<file path="src/rtl/seller_pkg.sv">
// Shared types and defaults for the autoseller round-robin front-end.
package seller_pkg;

  typedef enum logic [1:0] {
    StIdle,
    StIssue,
    StWait,
    StResp
  } state_e;

  localparam int unsigned MW_DEF      = 6;
  localparam int unsigned TW_DEF      = 2;
  localparam int unsigned TIMEOUT_DEF = 64;
  localparam int unsigned CW_DEF      = 7;

endpackage

</file>
<file path="src/rtl/rr_picker.sv">
// Combinational round-robin priority encoder: searches from ptr_i+1 (mod N_REQ) for the
// first pending request.
module rr_picker #(
  parameter int unsigned N_REQ = 4,
  parameter int unsigned IW    = 2
) (
  input  logic [N_REQ-1:0] req_i,
  input  logic [IW-1:0]    ptr_i,
  output logic [N_REQ-1:0] grant_o,
  output logic [IW-1:0]    idx_o,
  output logic             any_o
);

  always_comb begin
    int unsigned w_k;
    logic [IW-1:0] w_k_idx;
    grant_o = '0;
    idx_o   = '0;
    any_o   = 1'b0;
    w_k     = 0;
    w_k_idx = '0;
    for (int unsigned i = 1; i <= N_REQ; i++) begin
      w_k     = (ptr_i + i) % N_REQ;
      w_k_idx = IW'(w_k);
      if (!any_o && req_i[w_k_idx]) begin
        any_o            = 1'b1;
        grant_o[w_k_idx] = 1'b1;
        idx_o            = w_k_idx;
      end
    end
  end

endmodule

</file>
<file path="src/rtl/seller_arbiter.sv">
// Shares one autoseller datapath between N_REQ kiosks: grant, issue, wait (with watchdog),
// then route the result back to the granted requester.
module seller_arbiter
  import seller_pkg::*;
#(
  parameter int unsigned N_REQ   = 4,
  parameter int unsigned MW      = MW_DEF,
  parameter int unsigned TW      = TW_DEF,
  parameter int unsigned TIMEOUT = TIMEOUT_DEF,
  parameter int unsigned CW      = CW_DEF
) (
  input  logic              clk,
  input  logic              reset,
  input  logic [N_REQ-1:0]  req_valid_i,
  input  logic [N_REQ*MW-1:0] req_money_i,
  input  logic [N_REQ*TW-1:0] req_type_i,
  output logic [N_REQ-1:0]  req_ack_o,
  output logic [N_REQ-1:0]  rsp_valid_o,
  output logic [MW-1:0]     rsp_change_o,
  output logic [TW-1:0]     rsp_drink_o,
  output logic              rsp_err_o,
  input  logic              sell_ready_i,
  output logic              sell_enable_o,
  output logic [MW-1:0]     sell_money_o,
  output logic [TW-1:0]     sell_type_o,
  input  logic              sell_done_i,
  input  logic [MW-1:0]     sell_change_i,
  input  logic [TW-1:0]     sell_drink_i,
  output logic              busy_o
);

  localparam int unsigned IW = (N_REQ > 1) ? $clog2(N_REQ) : 1;

  state_e             r_state;
  logic [IW-1:0]      r_ptr;
  logic [IW-1:0]      r_idx;
  logic [MW-1:0]      r_money;
  logic [TW-1:0]      r_type;
  logic [CW-1:0]      r_wd;
  logic [N_REQ-1:0]   r_ack;
  logic               r_sell_en;
  logic [MW-1:0]      r_sell_money;
  logic [TW-1:0]      r_sell_type;
  logic [N_REQ-1:0]   r_rsp_valid;
  logic [MW-1:0]      r_rsp_change;
  logic [TW-1:0]      r_rsp_drink;
  logic               r_rsp_err;

  logic [N_REQ-1:0]   w_grant;
  logic [IW-1:0]      w_idx;
  logic               w_any;
  logic [N_REQ-1:0]   w_idx_onehot;

  rr_picker #(
    .N_REQ (N_REQ),
    .IW    (IW)
  ) u_rr_picker (
    .req_i   (req_valid_i),
    .ptr_i   (r_ptr),
    .grant_o (w_grant),
    .idx_o   (w_idx),
    .any_o   (w_any)
  );

  assign w_idx_onehot = {{(N_REQ-1){1'b0}}, 1'b1} << r_idx;

  // Pulse outputs default to zero every cycle; each state sets only what it drives.
  always_ff @(posedge clk) begin
    if (reset) begin
      r_state      <= StIdle;
      r_ptr        <= IW'(N_REQ - 1);
      r_idx        <= '0;
      r_money      <= '0;
      r_type       <= '0;
      r_wd         <= '0;
      r_ack        <= '0;
      r_sell_en    <= 1'b0;
      r_sell_money <= '0;
      r_sell_type  <= '0;
      r_rsp_valid  <= '0;
      r_rsp_change <= '0;
      r_rsp_drink  <= '0;
      r_rsp_err    <= 1'b0;
    end else begin
      r_ack        <= '0;
      r_sell_en    <= 1'b0;
      r_sell_money <= '0;
      r_sell_type  <= '0;
      r_rsp_valid  <= '0;
      r_rsp_change <= '0;
      r_rsp_drink  <= '0;
      r_rsp_err    <= 1'b0;
      unique case (r_state)
        StIdle: begin
          if (w_any) begin
            r_idx   <= w_idx;
            r_ptr   <= w_idx;
            r_money <= req_money_i[w_idx*MW +: MW];
            r_type  <= req_type_i[w_idx*TW +: TW];
            r_ack   <= w_grant;
            r_state <= StIssue;
          end
        end
        StIssue: begin
          if (sell_ready_i) begin
            r_sell_en    <= 1'b1;
            r_sell_money <= r_money;
            r_sell_type  <= r_type;
            r_wd         <= '0;
            r_state      <= StWait;
          end
        end
        StWait: begin
          r_wd <= r_wd + 1'b1;
          // A result landing on the last watchdog cycle still counts as success.
          if (sell_done_i) begin
            r_rsp_valid  <= w_idx_onehot;
            r_rsp_change <= sell_change_i;
            r_rsp_drink  <= sell_drink_i;
            r_state      <= StResp;
          end else if (r_wd == CW'(TIMEOUT - 1)) begin
            r_rsp_valid  <= w_idx_onehot;
            r_rsp_change <= r_money;
            r_rsp_err    <= 1'b1;
            r_state      <= StResp;
          end
        end
        StResp: begin
          r_state <= StIdle;
        end
        default: r_state <= StIdle;
      endcase
    end
  end

  assign req_ack_o     = r_ack;
  assign sell_enable_o = r_sell_en;
  assign sell_money_o  = r_sell_money;
  assign sell_type_o   = r_sell_type;
  assign rsp_valid_o   = r_rsp_valid;
  assign rsp_change_o  = r_rsp_change;
  assign rsp_drink_o   = r_rsp_drink;
  assign rsp_err_o     = r_rsp_err;
  assign busy_o        = (r_state != StIdle);

endmodule

</file>
<file path="config.mk">
export PLATFORM = sky130hd
export DESIGN_NAME = seller_arbiter
export DESIGN_NICKNAME = d
export VERILOG_FILES = /design/src/rtl/seller_pkg.sv /design/src/rtl/rr_picker.sv /design/src/rtl/seller_arbiter.sv
export SDC_FILE = /design/constraint.sdc
export NUM_CORES = 1
export LEC_CHECK = 0
export CAP_MARGIN = 20
export CELL_PAD_IN_SITES_DETAIL_PLACEMENT = 0
export CELL_PAD_IN_SITES_GLOBAL_PLACEMENT = 1
export CORE_MARGIN = 8
export CORE_UTILIZATION = 30
export CTS_CLUSTER_DIAMETER = 50
export DETAILED_ROUTE_END_ITERATION = 10
export PLACE_DENSITY_LB_ADDON = 0.1
export SYNTH_ARGS = -nofsm -noshare
export SYNTH_HDL_FRONTEND = slang
export SYNTH_SLANG_ARGS = --single-unit
</file>
<file path="constraint.sdc">
create_clock -name clk -period 3.25 [get_ports clk]
set_input_delay 0.4875 -clock clk [delete_from_list [all_inputs] [get_ports clk]]
set_output_delay 0.4875 -clock clk [all_outputs]
set_load 0.01 [all_outputs]
</file>
Routing congestion:
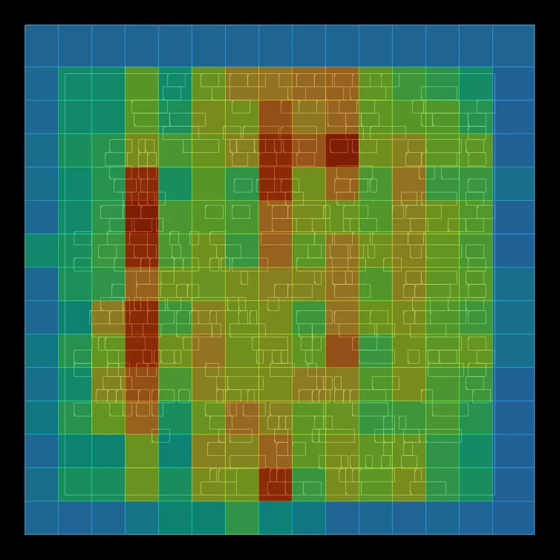
grt peak-use layer: met2
M2 GR Usage: 0.1956
met1 Track Usage GR: 0.1411
final core utilization: 0.4357

M1 wires:
Bar = 20 um. Supply wires on this layer in gray.
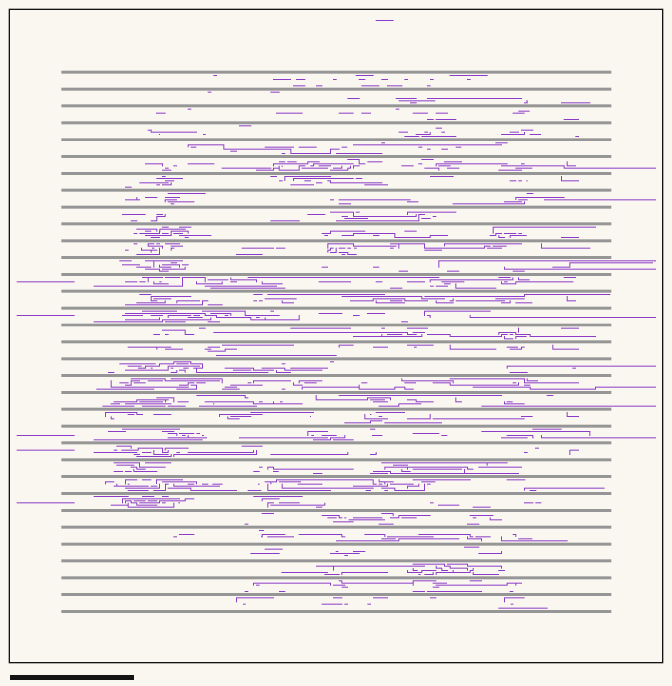
wire length on this layer	2,950 um
main direction	horizontal
share of all routed wire	45%
nets with wire on the layer	336

M3 wires:
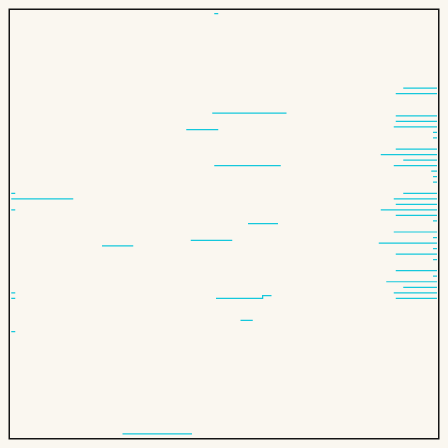
nets with wire on the layer	44
wire length on this layer	351 um

Signal wires on met2:
Cells faint in the background.
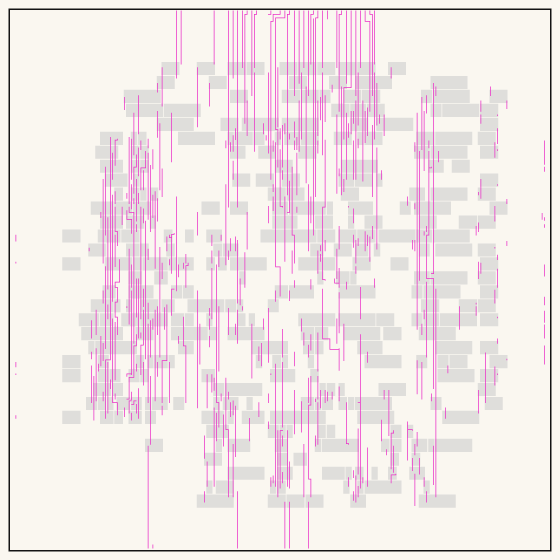
longest straight run	43.3 um
wire length on this layer	3,130 um
main direction	vertical
share of all routed wire	48%
nets with wire on the layer	307

Placement by cell class:
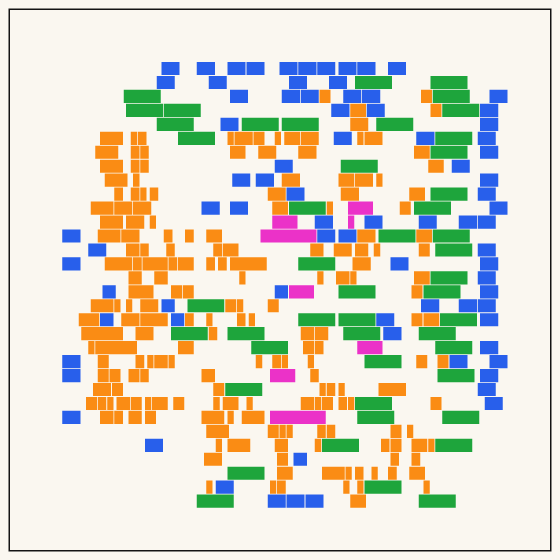
class	color	cells
flops	green	47
other buffers and delay cells	blue	80
clock drivers and dummy loads	magenta	8
combinational and other logic	orange	194

==> qor.yml <==
outcome:
  status: "complete, no violations"
detailed_routing:
  drt-total-wl_um: 6522
  routed-wl-met2_um: 3127
synthesis:
  ys_seq_share: 0.3937
  yosys-top-cells-count: "47 x dfxtp_1, 20 x nand2_1, 16 x mux2i_1, 16 x nor2_1"
  topCellsByArea: "dfxtp_1 39%, ha_1 6.8%, mux2i_1 6.7%, nand2_1 3.1%, o21ai_0 2.7%"
  synthTopLogicFamily: "AND-OR/OR-AND gates"
  ys_cells: 252
  synthFlopType: "dfxtp_1"
floorplan:
  die-area_um2: 11080
  taps: 102
  chipWidth_um: 105.3
cells_and_area:
  num-clock-buffers: 6
  drive_gt1_frac: 0.07295
  nFillCells: 762
power:
  p_per_area_nw_per_um2: 758.5
  power.clock.total_uw: 499
  power_uw: 2554
cts:
  clock-root-buffer: "clkbuf_8"
  cts_sinks: 47
  hold_buffers: 0
  cts.repair.resized: 0
timing:
  setup_violations: 0
  max_slew_margin: 0.5740
  whs_ns: 0.4705
placement:
  placed_cells: 423
worst_setup_path:
  cp_cell_sequence: "clkdlybuf4s50_1 > mux4_2 > nor2b_4 > a221oi_2 > or2_1 > nand2_1 > o221ai_1"
  worstPathArrival_ns: 2.77
  path_depth: 7
global_routing:
  globalRouteOverflowTotal: 0
No activity file was given, so power comes from the tool's default toggle rates.
